### Register map, names as in the netlist

The bar under the picture is 50 um long. Other sequential cells in the stronger grey, the rest of the logic in the fainter grey.
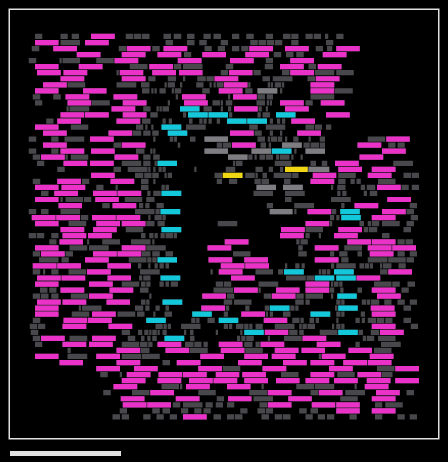
### Placement density heat map

19 x 19 tiles, from black (low) to pale yellow (high), 0 to 100% covered.
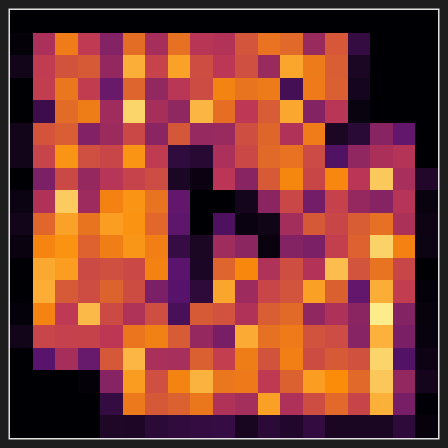
--- config.mk ---
export PLATFORM = sky130hd
export DESIGN_NAME = aes_axis_block_tx
export DESIGN_NICKNAME = d
export VERILOG_FILES = /design/src/rtl/aes_axis_block_tx.sv
export SDC_FILE = /design/constraint.sdc
export NUM_CORES = 1
export LEC_CHECK = 0
export CAP_MARGIN = 0
export CORE_MARGIN = 8
export CORE_UTILIZATION = 40
export CTS_CLUSTER_SIZE = 10
export DETAILED_ROUTE_END_ITERATION = 8
export HOLD_SLACK_MARGIN = 0.08
export PLACE_DENSITY_LB_ADDON = 0.2
export SYNTH_ARGS = -nofsm -noshare
export SYNTH_HDL_FRONTEND = slang
export SYNTH_SLANG_ARGS = --single-unit
export TNS_END_PERCENT = 5
--- constraint.sdc ---
create_clock -name aclk -period 20.9 [get_ports aclk]
set_input_delay 4.18 -clock aclk [delete_from_list [all_inputs] [get_ports aclk]]
set_output_delay 4.18 -clock aclk [all_outputs]
set_load 0.01 [all_outputs]
--- src/rtl/aes_axis_block_tx.sv ---
// aes_axis_block_tx: buffers whole AES result blocks and streams each one as WORD_S-bit AXI4-Stream beats.
module aes_axis_block_tx #(
   parameter int BLK_S      = 128,
   parameter int WORD_S     = 32,
   parameter int FIFO_DEPTH = 2,
   parameter bit SWAP_BYTES = 1'b1
) (
   input  logic              aclk,
   input  logic              aresetn,
   input  logic [BLK_S-1:0]  blk_in,
   input  logic              blk_last,
   input  logic              blk_valid,
   output logic              blk_ready,
   output logic [WORD_S-1:0] m00_axis_tdata,
   output logic              m00_axis_tvalid,
   input  logic              m00_axis_tready,
   output logic              m00_axis_tlast,
   output logic              busy,
   output logic              blk_sent
);
   localparam int AW    = $clog2(FIFO_DEPTH);
   localparam int NBEAT = BLK_S / WORD_S;
   localparam int BW    = $clog2(NBEAT);
   localparam logic [BW-1:0] LAST_BEAT = BW'(NBEAT - 1);
   localparam logic [AW:0]   ONE_BLK   = 1;

   typedef enum logic {IDLE, SEND} state_t;

   logic [BLK_S-1:0]  mem_data [FIFO_DEPTH];
   logic              mem_last [FIFO_DEPTH];
   state_t            state_q, state_d;
   logic [AW:0]       wr_ptr_q, wr_ptr_d, rd_ptr_q, rd_ptr_d, count;
   logic [AW-1:0]     nxt_idx;
   logic [BW-1:0]     beat_q, beat_d, beat_nx;
   logic [WORD_S-1:0] tdata_q, tdata_d;
   logic              tvalid_q, tvalid_d, tlast_q, tlast_d, sent_q, sent_d, rdy_en_q;
   logic              empty, full, push, hs, pop, head_last;
   logic [BLK_S-1:0]  head_blk;

   function automatic logic [WORD_S-1:0] beat_word(input logic [BLK_S-1:0] blk, input logic [BW-1:0] k);
      logic [WORD_S-1:0] w;
      w = '0;
      for (int i = 0; i < WORD_S / 8; i++)
         w[8*i +: 8] = SWAP_BYTES ? blk[int'(k)*WORD_S + 8*i +: 8]
                                  : blk[int'(k)*WORD_S + WORD_S - 8 - 8*i +: 8];
      return w;
   endfunction

   assign empty     = wr_ptr_q == rd_ptr_q;
   assign full      = (wr_ptr_q[AW] != rd_ptr_q[AW]) && (wr_ptr_q[AW-1:0] == rd_ptr_q[AW-1:0]);
   assign count     = wr_ptr_q - rd_ptr_q;
   assign blk_ready = rdy_en_q && !full;
   assign push      = blk_valid && blk_ready;
   assign hs        = tvalid_q && m00_axis_tready;
   assign pop       = hs && beat_q == LAST_BEAT;
   assign beat_nx   = beat_q + 1'b1;
   assign nxt_idx   = rd_ptr_q[AW-1:0] + 1'b1;
   assign head_blk  = mem_data[rd_ptr_q[AW-1:0]];
   assign head_last = mem_last[rd_ptr_q[AW-1:0]];

   // The head block stays in the FIFO until its final beat handshakes; the next one is read one slot ahead.
   always_comb begin
      state_d  = state_q;
      beat_d   = beat_q;
      tvalid_d = tvalid_q;
      tdata_d  = tdata_q;
      tlast_d  = tlast_q;
      sent_d   = pop;
      wr_ptr_d = push ? wr_ptr_q + 1'b1 : wr_ptr_q;
      rd_ptr_d = pop ? rd_ptr_q + 1'b1 : rd_ptr_q;
      if (state_q == IDLE) begin
         if (!empty) begin
            state_d  = SEND;
            beat_d   = '0;
            tvalid_d = 1'b1;
            tdata_d  = beat_word(head_blk, '0);
            tlast_d  = 1'b0;
         end
      end else if (pop) begin
         beat_d  = '0;
         tlast_d = 1'b0;
         if (count > ONE_BLK) begin
            tdata_d = beat_word(mem_data[nxt_idx], '0);
         end else begin
            state_d  = IDLE;
            tvalid_d = 1'b0;
         end
      end else if (hs) begin
         beat_d  = beat_nx;
         tdata_d = beat_word(head_blk, beat_nx);
         tlast_d = head_last && beat_nx == LAST_BEAT;
      end
   end

   always_ff @(posedge aclk or negedge aresetn) begin
      if (!aresetn) begin
         state_q  <= IDLE;
         beat_q   <= '0;
         wr_ptr_q <= '0;
         rd_ptr_q <= '0;
         tvalid_q <= 1'b0;
         tdata_q  <= '0;
         tlast_q  <= 1'b0;
         sent_q   <= 1'b0;
         rdy_en_q <= 1'b0;
      end else begin
         state_q  <= state_d;
         beat_q   <= beat_d;
         wr_ptr_q <= wr_ptr_d;
         rd_ptr_q <= rd_ptr_d;
         tvalid_q <= tvalid_d;
         tdata_q  <= tdata_d;
         tlast_q  <= tlast_d;
         sent_q   <= sent_d;
         rdy_en_q <= 1'b1;
      end
   end

   always_ff @(posedge aclk) begin
      if (push) begin
         mem_data[wr_ptr_q[AW-1:0]] <= blk_in;
         mem_last[wr_ptr_q[AW-1:0]] <= blk_last;
      end
   end

   assign m00_axis_tdata  = tdata_q;
   assign m00_axis_tvalid = tvalid_q;
   assign m00_axis_tlast  = tlast_q;
   assign blk_sent        = sent_q;
   assign busy            = !empty || tvalid_q;
endmodule

==> results.tsv <==
metric	value	unit
pwr-share-comb	33.9	%
clock.fmax	134	MHz
slew_headroom	14.4	%
crit_type	in -> reg	
power.total	2240	uW
tap_cells	396	
final_antenna_net_count	0	
p_sw_share	31.8	%
vias	6987	
worst_r2r_endpoint	m00_axis_tdata[30]	
busiest_layer	met2	
avgSynthCellArea	17.3	um2
synth.area.mux_share	16.0	%
n_antenna_cell	1	
overflow	0	
cts-root-buf	clkbuf_16	
reg2regPathDepth	6	
warning_count	27	
run_status	finished, final reports clean	
p_seq_share	39.7	%
nClkBuffers	63	
via_per_inst	5.32	
ys_async_sr_fraction	14.3	%
ys_cells	723	
first_global_vias	7323	
path_max_fanout	45	
tightest_slew	1280	ps
crit_arrival	7890	ps
simple_gate_area_share	3.28	%
drt_iter0_markers	520	
drt-met1-wl	12.2	mm
startpoint	m00_axis_tready	
top_area_share	62.0	%
routed_wl	28.4	mm
synth_area	0.0125	mm2
rows	64	
fillCellCount	2544	
area_growth	25.0	%
routed-wl-met2	13.5	mm
Back to the opening pictures, 'Register map, names as in the netlist':
| signal | colour | flops |
|---|---|---|
| beat_q | yellow | 2 |
| mem_data | magenta | 256 |
| m00_axis_tdata | cyan | 32 |
not coloured: 11

Back to the opening pictures, 'Placement density heat map':
nearly empty tiles: 17%
tiles over 75% full: 10%
fullest tile: 96%
emptiest ninth of the die: north-east
mean over tiles: 41%
Post-Route Utilization: 51.0%
core area: 0.0307 mm2
FP Util: 40.8%

Power and IR drop assume default switching activity.
